### src/rtl/lt24_pixel_writer_if.sv
// Pixel-write handshake between the pixel generator (master) and the LT24 writer (slave).
interface lt24_pixel_writer_if;
    logic [7:0]  xAddr;
    logic [8:0]  yAddr;
    logic [15:0] pixelData;
    logic        pixelWrite;
    logic        pixelReady;
    logic        pixelDropped;

    modport master (
        output xAddr, yAddr, pixelData, pixelWrite,
        input  pixelReady, pixelDropped
    );

    modport slave (
        input  xAddr, yAddr, pixelData, pixelWrite,
        output pixelReady, pixelDropped
    );
endinterface

### src/rtl/lt24_pixel_writer.sv
// Turns accepted pixels into LT24 8080-style bus writes (window set, 0x2C, pixel data).
// Define LT24_ADDR_TRACK_EN to send raster-sequential pixels as a single data word.
module lt24_pixel_writer #(
    parameter int WIDTH   = 240,
    parameter int HEIGHT  = 320,
    parameter int WR_LOW  = 1,
    parameter int WR_HIGH = 1
) (
    input  logic                clock,
    input  logic                reset_n,
    lt24_pixel_writer_if.slave  pix,
    output logic                LT24Wr_n,
    output logic                LT24Rd_n,
    output logic                LT24CS_n,
    output logic                LT24RS,
    output logic [15:0]         LT24Data
);

    typedef enum logic [1:0] {IDLE, DROP, WR_LO, WR_HI} state_t;

    localparam logic [3:0] LAST_WORD = 4'd11;

    state_t      state_q, state_d;
    logic [15:0] cnt_q, cnt_d;
    logic [3:0]  word_q, word_d;
    logic [7:0]  x_q, x_d;
    logic [8:0]  y_q, y_d;
    logic [15:0] pix_q, pix_d;
    logic        ready_q, ready_d;
    logic        dropped_q, dropped_d;
    logic        wr_n_q, wr_n_d;
    logic        cs_n_q, cs_n_d;
    logic        rs_q, rs_d;
    logic [15:0] data_q, data_d;
    logic [16:0] bw_s;
    logic        out_of_range_s;
    logic        seq_s;
    logic        done_s;

    // {RS, Data} for word idx of the 12-word sequence; idx 11 is the pixel itself.
    function automatic logic [16:0] bus_word(input logic [3:0] idx, input logic [7:0] x,
                                             input logic [8:0] y, input logic [15:0] p);
        logic [15:0] xw, yw, wm, hm;
        xw = {8'h00, x};
        yw = {7'h00, y};
        wm = 16'(WIDTH - 1);
        hm = 16'(HEIGHT - 1);
        case (idx)
            4'd0:    bus_word = {1'b0, 16'h002A};
            4'd1:    bus_word = {1'b1, 8'h00, xw[15:8]};
            4'd2:    bus_word = {1'b1, 8'h00, xw[7:0]};
            4'd3:    bus_word = {1'b1, 8'h00, wm[15:8]};
            4'd4:    bus_word = {1'b1, 8'h00, wm[7:0]};
            4'd5:    bus_word = {1'b0, 16'h002B};
            4'd6:    bus_word = {1'b1, 8'h00, yw[15:8]};
            4'd7:    bus_word = {1'b1, 8'h00, yw[7:0]};
            4'd8:    bus_word = {1'b1, 8'h00, hm[15:8]};
            4'd9:    bus_word = {1'b1, 8'h00, hm[7:0]};
            4'd10:   bus_word = {1'b0, 16'h002C};
            4'd11:   bus_word = {1'b1, p};
            default: bus_word = {1'b1, 16'h0000};
        endcase
    endfunction

    assign out_of_range_s = ({1'b0, pix.xAddr} >= 9'(WIDTH)) || ({1'b0, pix.yAddr} >= 10'(HEIGHT));

`ifdef LT24_ADDR_TRACK_EN
    logic [7:0] last_x_q, last_x_d;
    logic [8:0] last_y_q, last_y_d;
    logic       addr_valid_q, addr_valid_d;
    logic [7:0] next_x_s;
    logic [8:0] next_y_s;

    // Expected auto-increment address and the tracking update at sequence completion.
    always_comb begin
        if (last_x_q == 8'(WIDTH - 1)) begin
            next_x_s = 8'd0;
            if (last_y_q == 9'(HEIGHT - 1)) begin
                next_y_s = 9'd0;
            end else begin
                next_y_s = 9'(last_y_q + 9'd1);
            end
        end else begin
            next_x_s = 8'(last_x_q + 8'd1);
            next_y_s = last_y_q;
        end
        seq_s = addr_valid_q && (pix.xAddr == next_x_s) && (pix.yAddr == next_y_s);
        if (done_s) begin
            last_x_d     = x_q;
            last_y_d     = y_q;
            addr_valid_d = 1'b1;
        end else begin
            last_x_d     = last_x_q;
            last_y_d     = last_y_q;
            addr_valid_d = addr_valid_q;
        end
    end

    // Panel address tracking registers; cleared by reset so the next pixel resends the window.
    always_ff @(posedge clock or negedge reset_n) begin
        if (!reset_n) begin
            last_x_q     <= 8'd0;
            last_y_q     <= 9'd0;
            addr_valid_q <= 1'b0;
        end else begin
            last_x_q     <= last_x_d;
            last_y_q     <= last_y_d;
            addr_valid_q <= addr_valid_d;
        end
    end
`else
    assign seq_s = 1'b0;
`endif

    // Next-state and next-output logic for the bus write sequencer.
    always_comb begin
        state_d   = state_q;
        cnt_d     = cnt_q;
        word_d    = word_q;
        x_d       = x_q;
        y_d       = y_q;
        pix_d     = pix_q;
        ready_d   = ready_q;
        dropped_d = 1'b0;
        wr_n_d    = wr_n_q;
        cs_n_d    = cs_n_q;
        rs_d      = rs_q;
        data_d    = data_q;
        bw_s      = 17'h00000;
        done_s    = 1'b0;
        case (state_q)
            IDLE: begin
                ready_d = 1'b1;
                if (ready_q && pix.pixelWrite) begin
                    ready_d = 1'b0;
                    if (out_of_range_s) begin
                        dropped_d = 1'b1;
                        state_d   = DROP;
                    end else begin
                        x_d     = pix.xAddr;
                        y_d     = pix.yAddr;
                        pix_d   = pix.pixelData;
                        word_d  = seq_s ? LAST_WORD : 4'd0;
                        bw_s    = bus_word(word_d, pix.xAddr, pix.yAddr, pix.pixelData);
                        rs_d    = bw_s[16];
                        data_d  = bw_s[15:0];
                        wr_n_d  = 1'b0;
                        cs_n_d  = 1'b0;
                        cnt_d   = 16'd0;
                        state_d = WR_LO;
                    end
                end else begin
                    state_d = IDLE;
                end
            end
            DROP: begin
                ready_d = 1'b1;
                state_d = IDLE;
            end
            WR_LO: begin
                if (cnt_q == 16'(WR_LOW - 1)) begin
                    wr_n_d  = 1'b1;
                    cnt_d   = 16'd0;
                    state_d = WR_HI;
                end else begin
                    cnt_d = 16'(cnt_q + 16'd1);
                end
            end
            WR_HI: begin
                if (cnt_q == 16'(WR_HIGH - 1)) begin
                    cnt_d = 16'd0;
                    if (word_q == LAST_WORD) begin
                        cs_n_d  = 1'b1;
                        ready_d = 1'b1;
                        done_s  = 1'b1;
                        state_d = IDLE;
                    end else begin
                        word_d  = 4'(word_q + 4'd1);
                        bw_s    = bus_word(word_d, x_q, y_q, pix_q);
                        rs_d    = bw_s[16];
                        data_d  = bw_s[15:0];
                        wr_n_d  = 1'b0;
                        state_d = WR_LO;
                    end
                end else begin
                    cnt_d = 16'(cnt_q + 16'd1);
                end
            end
            default: begin
                wr_n_d  = 1'b1;
                cs_n_d  = 1'b1;
                ready_d = 1'b0;
                state_d = IDLE;
            end
        endcase
    end

    // Sequencer state and registered bus/handshake outputs.
    always_ff @(posedge clock or negedge reset_n) begin
        if (!reset_n) begin
            state_q   <= IDLE;
            cnt_q     <= 16'd0;
            word_q    <= 4'd0;
            x_q       <= 8'd0;
            y_q       <= 9'd0;
            pix_q     <= 16'h0000;
            ready_q   <= 1'b0;
            dropped_q <= 1'b0;
            wr_n_q    <= 1'b1;
            cs_n_q    <= 1'b1;
            rs_q      <= 1'b1;
            data_q    <= 16'h0000;
        end else begin
            state_q   <= state_d;
            cnt_q     <= cnt_d;
            word_q    <= word_d;
            x_q       <= x_d;
            y_q       <= y_d;
            pix_q     <= pix_d;
            ready_q   <= ready_d;
            dropped_q <= dropped_d;
            wr_n_q    <= wr_n_d;
            cs_n_q    <= cs_n_d;
            rs_q      <= rs_d;
            data_q    <= data_d;
        end
    end

    assign pix.pixelReady   = ready_q;
    assign pix.pixelDropped = dropped_q;
    assign LT24Wr_n         = wr_n_q;
    assign LT24Rd_n         = 1'b1;
    assign LT24CS_n         = cs_n_q;
    assign LT24RS           = rs_q;
    assign LT24Data         = data_q;

endmodule

### src/flat_wrapper.sv
// flat-port wrapper written by rule: the top's interface ports become plain ports
module lt24_pixel_writer_flat 
#(
    parameter int WIDTH   = 240,
    parameter int HEIGHT  = 320,
    parameter int WR_LOW  = 1,
    parameter int WR_HIGH = 1
)
  (clock, reset_n, LT24Wr_n, LT24Rd_n, LT24CS_n, LT24RS, LT24Data, pix_xAddr, pix_yAddr, pix_pixelData, pix_pixelWrite, pix_pixelReady, pix_pixelDropped);
  lt24_pixel_writer_if pix_i ();
  input  logic clock;
  input  logic reset_n;
  output logic LT24Wr_n;
  output logic LT24Rd_n;
  output logic LT24CS_n;
  output logic LT24RS;
  output logic [15:0] LT24Data;
  input wire logic [$bits(pix_i.xAddr)-1:0] pix_xAddr;
  input wire logic [$bits(pix_i.yAddr)-1:0] pix_yAddr;
  input wire logic [$bits(pix_i.pixelData)-1:0] pix_pixelData;
  input wire logic [$bits(pix_i.pixelWrite)-1:0] pix_pixelWrite;
  output wire logic [$bits(pix_i.pixelReady)-1:0] pix_pixelReady;
  output wire logic [$bits(pix_i.pixelDropped)-1:0] pix_pixelDropped;
  assign pix_i.xAddr = pix_xAddr;
  assign pix_i.yAddr = pix_yAddr;
  assign pix_i.pixelData = pix_pixelData;
  assign pix_i.pixelWrite = pix_pixelWrite;
  assign pix_pixelReady = pix_i.pixelReady;
  assign pix_pixelDropped = pix_i.pixelDropped;
  lt24_pixel_writer #(.WIDTH(WIDTH), .HEIGHT(HEIGHT), .WR_LOW(WR_LOW), .WR_HIGH(WR_HIGH)) u_core (.clock(clock), .reset_n(reset_n), .pix(pix_i), .LT24Wr_n(LT24Wr_n), .LT24Rd_n(LT24Rd_n), .LT24CS_n(LT24CS_n), .LT24RS(LT24RS), .LT24Data(LT24Data));
endmodule
### config.mk
export PLATFORM = sky130hd
export DESIGN_NAME = lt24_pixel_writer_flat
export DESIGN_NICKNAME = d
export VERILOG_FILES = /design/src/rtl/lt24_pixel_writer_if.sv /design/src/rtl/lt24_pixel_writer.sv /design/src/flat_wrapper.sv
export SDC_FILE = /design/constraint.sdc
export NUM_CORES = 1
export LEC_CHECK = 0
export CORE_MARGIN = 2
export CORE_UTILIZATION = 55
export DETAILED_ROUTE_END_ITERATION = 7
export GPL_TIMING_DRIVEN = 0
export PLACE_DENSITY = 0.81
export SYNTH_ARGS = -nofsm -noshare
export SYNTH_HDL_FRONTEND = slang
export SYNTH_SLANG_ARGS = --single-unit
### constraint.sdc
create_clock -name clock -period 4.55 [get_ports clock]
set_clock_uncertainty 0.2 [all_clocks]
set_input_delay 0.6825 -clock clock [delete_from_list [all_inputs] [get_ports clock]]
set_output_delay 0.6825 -clock clock [all_outputs]
set_load 0.01 [all_outputs]
Routed clock nets over the placement:
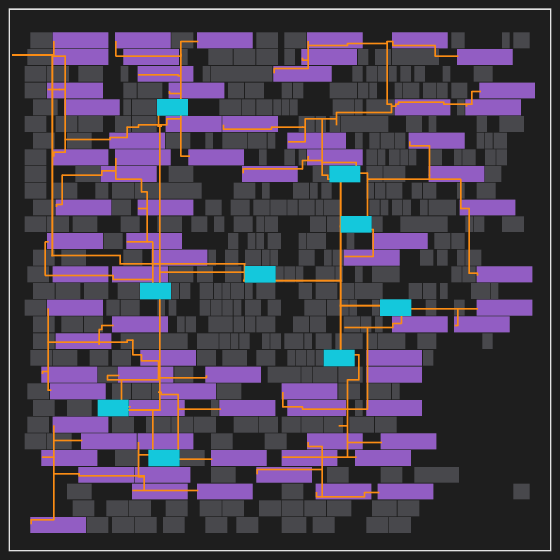
Orange marks clock wires, length 896 um. Cyan marks clock drivers, count 9. Purple marks flip-flops, count 76.
Position of the flops: spread over the die.
P_clk: 0.000561 W
clk latency late pin: 0.35 ns
Clock power frac: 20.7%

Congestion heat map:
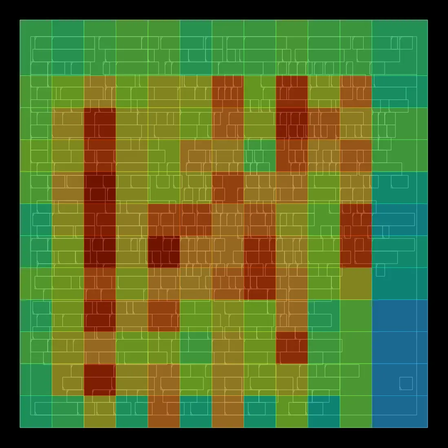
M1 GR Usage: 33.3%
most used routing layer in global routing: met2

==> out/metrics.csv <==
metric,value,unit
n_all_inverters,11,
pg_comb,0.00110,W
comb_area_share,37.6,%
combGateArea,0.00180,mm2
die_y,87.9,um
nNonClkBuffers,81,
fillers,503,
crit_required,4.62,ns
grt_pass1_wl,15.1,mm
cp_top_family,buffers and inverters,
rrSetupSlack,1.61,ns
slew_headroom,50.4,%
die_w,87.9,um
slew_violations,0,
worstPathArrival,3.01,ns
layout.cells.non_filler,521,
crit_path_max_incr_delay,0.49,ns
reg2reg_to,u_core.LT24Data[6]$_DFFE_PN0P_,
flops,76,
synth_warnings,0,
cts_max_level,3,
routabilityCongestion,0.921,
final-seq-area,0.00191,mm2
lay_top_cells,"73 x dfrtp_1, 55 x clkdlybuf4s50_1, 34 x mux2_2",
run_status,"finished, final reports clean",
final_area,0.00479,mm2
io_pins,58,
clkTransAtPathRegs,0.07,ns
post_cts.repair.setup_buffers,0,
finalHoldViolations,0,
internal_power,0.00174,W
synth-main-ff-cell,dfrtp_1,
r2r_start,u_core.word_q[1]$_DFFE_PN0P_,
rsz0062_at_grt,no,
core-area,0.00679,mm2
design.die.area,0.00773,mm2
finalWorstSetupSlack,1.61,ns
hold_slack,0.100,ns
avgRoutedWirePerCell,17.6,um
drtAntennaViolNets,0,
reg2reg_depth,8,
dp.cells,505,
ctsResizeCount,0,
grt.total_usage,25.4,%
synth-edff-count,0,
cts_hold_buf,0,
seqPwrFrac,38.9,%
Power is estimated from default activity; no workload was simulated.
